==> src/rtl/instr_sequencer.sv <==
// Program sequencer that issues 16-bit opcodes to the cores and runs NOP/HALT/SETLOOP/JUMP itself.
// Optional single-step gating is compiled in with `define SEQ_SINGLE_STEP_EN.
module instr_sequencer #(
  parameter  int NR_INSTR = 16,
  localparam int ADDR_W   = $clog2(NR_INSTR)
) (
  input  logic              clk,
  input  logic              rst_n,
  input  logic              prog_we,
  input  logic [ADDR_W-1:0] prog_addr,
  input  logic [15:0]       prog_data,
  input  logic              start,
  input  logic              hold,
`ifdef SEQ_SINGLE_STEP_EN
  input  logic              step_en,
  input  logic              step,
`endif
  output logic [15:0]       opcode,
  output logic              execute,
  output logic              busy,
  output logic              done,
  output logic [ADDR_W-1:0] pc_out
);

  typedef enum logic {S_IDLE = 1'b0, S_RUN = 1'b1} state_t;

  state_t              r_state;
  logic [ADDR_W-1:0]   r_pc;
  logic [7:0]          r_loop_cnt;
  logic [15:0]         r_opcode;
  logic                r_execute;
  logic                r_busy;
  logic                r_done;
  // Set after the last address advanced, so the next run cycle is an implicit HALT.
  logic                r_end;
  logic [15:0]         r_mem [NR_INSTR];

  state_t              w_state_nxt;
  logic [ADDR_W-1:0]   w_pc_nxt;
  logic [7:0]          w_loop_nxt;
  logic [15:0]         w_opcode_nxt;
  logic                w_exec_nxt;
  logic                w_done_nxt;
  logic                w_end_nxt;
  logic [15:0]         w_instr;
  logic                w_last;
  logic                w_adv;

`ifdef SEQ_SINGLE_STEP_EN
  assign w_adv = !hold && (!step_en || step);
`else
  assign w_adv = !hold;
`endif

  assign w_instr = r_mem[r_pc];
  assign w_last  = (r_pc == ADDR_W'(NR_INSTR - 1));

  // Program memory write port, only while idle.
  always_ff @(posedge clk) begin
    if (r_state == S_IDLE && prog_we) begin
      r_mem[prog_addr] <= prog_data;
    end
  end

  // Next-state and decode of the fetched instruction.
  always_comb begin
    w_state_nxt  = r_state;
    w_pc_nxt     = r_pc;
    w_loop_nxt   = r_loop_cnt;
    w_opcode_nxt = r_opcode;
    w_exec_nxt   = 1'b0;
    w_done_nxt   = 1'b0;
    w_end_nxt    = r_end;
    case (r_state)
      S_IDLE: begin
        if (start) begin
          w_state_nxt = S_RUN;
          w_pc_nxt    = {ADDR_W{1'b0}};
          w_end_nxt   = 1'b0;
        end else begin
          w_state_nxt = S_IDLE;
        end
      end
      S_RUN: begin
        if (!w_adv) begin
          w_exec_nxt = 1'b0;
        end else if (r_end) begin
          w_state_nxt = S_IDLE;
          w_pc_nxt    = {ADDR_W{1'b0}};
          w_done_nxt  = 1'b1;
          w_end_nxt   = 1'b0;
        end else begin
          case (w_instr[15:12])
            4'b1000: begin
              w_pc_nxt  = r_pc + ADDR_W'(1);
              w_end_nxt = w_last;
            end
            4'b1001: begin
              w_state_nxt = S_IDLE;
              w_pc_nxt    = {ADDR_W{1'b0}};
              w_done_nxt  = 1'b1;
              w_end_nxt   = 1'b0;
            end
            4'b1010: begin
              w_loop_nxt = w_instr[7:0];
              w_pc_nxt   = r_pc + ADDR_W'(1);
              w_end_nxt  = w_last;
            end
            4'b1011: begin
              if (r_loop_cnt != 8'd0) begin
                w_loop_nxt = r_loop_cnt - 8'd1;
                w_pc_nxt   = w_instr[ADDR_W-1:0];
              end else begin
                w_pc_nxt  = r_pc + ADDR_W'(1);
                w_end_nxt = w_last;
              end
            end
            default: begin
              w_opcode_nxt = w_instr;
              w_exec_nxt   = 1'b1;
              w_pc_nxt     = r_pc + ADDR_W'(1);
              w_end_nxt    = w_last;
            end
          endcase
        end
      end
      default: begin
        w_state_nxt = S_IDLE;
        w_pc_nxt    = {ADDR_W{1'b0}};
        w_end_nxt   = 1'b0;
      end
    endcase
  end

  // Sequencer state and registered outputs.
  always_ff @(posedge clk or negedge rst_n) begin
    if (!rst_n) begin
      r_state    <= S_IDLE;
      r_pc       <= {ADDR_W{1'b0}};
      r_loop_cnt <= 8'd0;
      r_opcode   <= 16'h0000;
      r_execute  <= 1'b0;
      r_busy     <= 1'b0;
      r_done     <= 1'b0;
      r_end      <= 1'b0;
    end else begin
      r_state    <= w_state_nxt;
      r_pc       <= w_pc_nxt;
      r_loop_cnt <= w_loop_nxt;
      r_opcode   <= w_opcode_nxt;
      r_execute  <= w_exec_nxt;
      r_busy     <= (w_state_nxt == S_RUN);
      r_done     <= w_done_nxt;
      r_end      <= w_end_nxt;
    end
  end

  assign opcode  = r_opcode;
  assign execute = r_execute;
  assign busy    = r_busy;
  assign done    = r_done;
  assign pc_out  = r_pc;

endmodule
==> config.mk <==
export PLATFORM = sky130hd
export DESIGN_NAME = instr_sequencer
export DESIGN_NICKNAME = d
export VERILOG_FILES = /design/src/rtl/instr_sequencer.sv
export SDC_FILE = /design/constraint.sdc
export NUM_CORES = 1
export LEC_CHECK = 0
export CAP_MARGIN = 5
export CORE_MARGIN = 2
export CORE_UTILIZATION = 54
export DETAILED_ROUTE_END_ITERATION = 12
export GPL_TIMING_DRIVEN = 1
export PLACE_DENSITY = 0.79
export SLEW_MARGIN = 10
export SYNTH_ARGS = -nofsm -noshare
export SYNTH_HDL_FRONTEND = slang
export SYNTH_SLANG_ARGS = --single-unit
==> constraint.sdc <==
create_clock -name clk -period 2.6 [get_ports clk]
set_input_delay 0.52 -clock clk [delete_from_list [all_inputs] [get_ports clk]]
set_output_delay 0.52 -clock clk [all_outputs]
set_load 0.03 [all_outputs]
m1.png
The bar under the picture is 50 um long. Supply wires on this layer in grey.
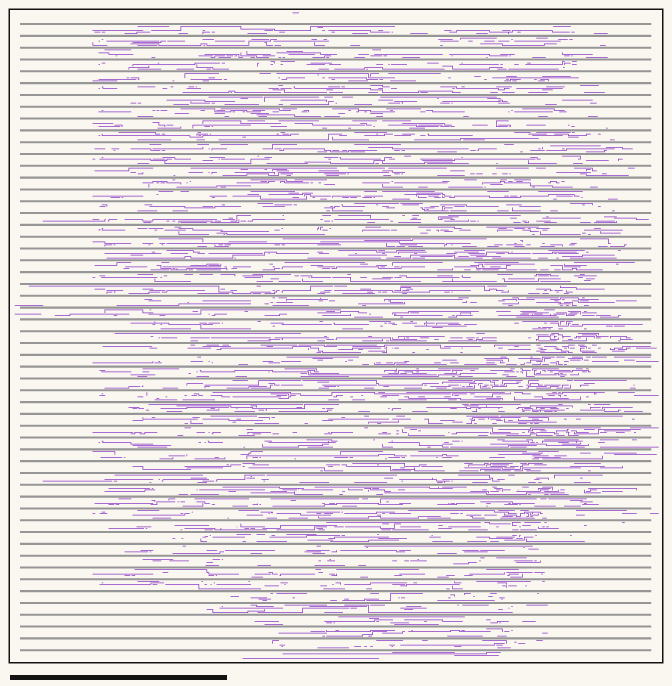
main direction: horizontal
share of all routed wire: 37%
wire length on this layer: 9700 um
longest straight run: 46.9 um
nets with wire on the layer: 639

m2.png
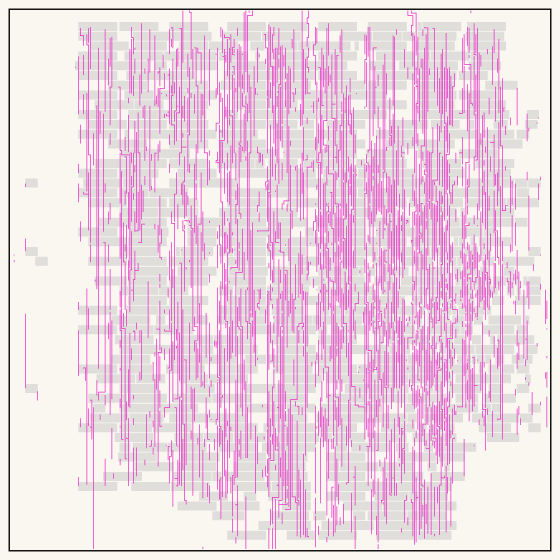
main direction: vertical
nets with wire on the layer: 622

==> run summary <==
Item: results of the latest flow run.

- Of the post-synthesis cell area, the dominant cell type holds 0.667.
- Counting the clock-network buffers in the layout gives 32.
- Across every metal layer, demand over resource in global routing totals 0.237.
- Yosys mapped the design onto ~51 distinct sky130hd cell types.
- The share of total power dissipated in combinational logic is 0.317.
- Of all cell types, the one taking the most synthesized area is edfxtp_1.
- In this run, the synthesized area fraction spent on and/or/nand/nor cells is recorded as 0.0370.
- Per the layout report, the design carries approximately 1300 filler cells.
- The hold violation count in the final report is 0.
- The clock insertion delay at the later pin of the skew report is 540 ps.
- According to the Yosys statistics, the synthesized design has a chip area of 11500 sq um.
- met1 track demand over resource after global routing is 0.305.
- STA lists the maximum fanout along the critical path as 7.
- Together, buffers and inverters on the worst path number 1.
- The height of the chip is between 150 and 200 um.
- The number of non-filler instances in the completed layout is 942.
- The kind of cell adding the most delay to the critical path is simple AND/OR/NAND/NOR gates.
- The maximum ir drop on the vdd rail is between 0.5 and 0.6 mV.
- The detailed router finished its first iteration with between 500 and 600 violations.
- The main logic family after synthesis is multiplexers.
- According to the floorplan report, the total die area is 22500 sq um.
- The max-slew headroom at the worst pin is 0.450.
- CTS built an H-tree with a depth of 1.
- The share of the core filled with cells is 0.657.
- The adder-cell share of the synthesized area is 0.00217.
- Setup total negative slack on the finished layout was measured at 0 ps.
- The flip-flop count of the largest register after layout is 256.
- The via total after detailed routing is 5924.
- The fmax is 392 MHz.
- The signal on the critical path passes through mux4_1, a22oi_1, and3_2, buf_4, nand3_1, or3_1, o311ai_0.
- The detailed router reported a total wirelength of approximately 26000 um.
- The portion of the layout cell area used by clock cells is 0.0711.
- The count of multi-input gates is 221.
- Per the layout report, the design carries 99 non-clock buffers.
- After detailed routing, no signal wire sits above met4.
- The final weighted congestion in routability-driven placement is 0.874.
- The source of the critical timing path is pc_out[0].
- The power group with the highest consumption is sequential cells.
- The post-route clock skew is 12.1 ps.
- In this run the layout overhead on the synthesized area is reported as 19.5%.
- The antenna diode instance count is 0.
- The layout summary lists the proportion of cells stronger than drive strength 1 as 0.291.
- In this run, synthesis inferred 256 flip-flops with an integrated enable.
- In this run the maximum-capacitance check reported violations numbering 0.
- The number of logged tool warnings is 26.
- The transition time of the tightest slew-check pin is 825 ps.
- The power consumed by sequential cells is 5.59 mW.
- The area of combinational cells with multiple inputs is 2840 sq um.
- Counting tap cells, the placed design contains a total of 884 instances.
- The netlist area before placement is 11500 sq um.
- The number of setup buffers added after CTS is 2.
- For reference, the placement row count at floorplan is ~53.
- In this run the standard cell core region covers 21000 sq um.
- The maximum count of clock buffers along a single path is 3.
- The clock transition time at the flip-flop clock pins of the worst setup and hold paths is 70 ps.
- The switching power as a share of total power is 0.291.
- Buffers placed on the I/O ports in this run total 47.
- The worst setup path is captured at a register.
- The largest stage delay on the critical path is between 500 and 600 ps.
- According to the I/O placement log, the pin count is 48.
- The final number of max-transition violations is 0.
- The run finished with clean final reports.
- The number of sinks driven by the clock tree is 288.
- The number of antenna violations at the first check in global routing is 1.
- Per the synth stats, the proportion of register bits with asynchronous set or reset is 0.111.
- The number of well-tap cells placed is 275.
- The met3 track utilization from global routing is 0.0327.
- The average size of a mapped cell is 21.3 sq um.
m3.png
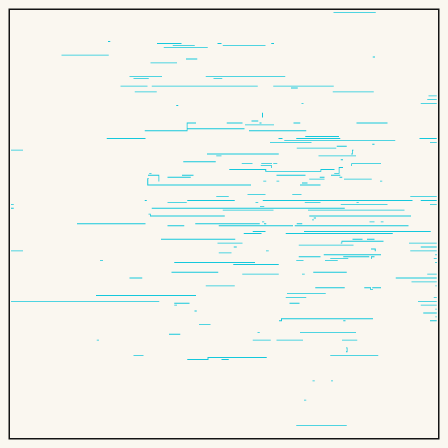
wire length on this layer: 1780 um
main direction: horizontal

Power is estimated from default activity; no workload was simulated.
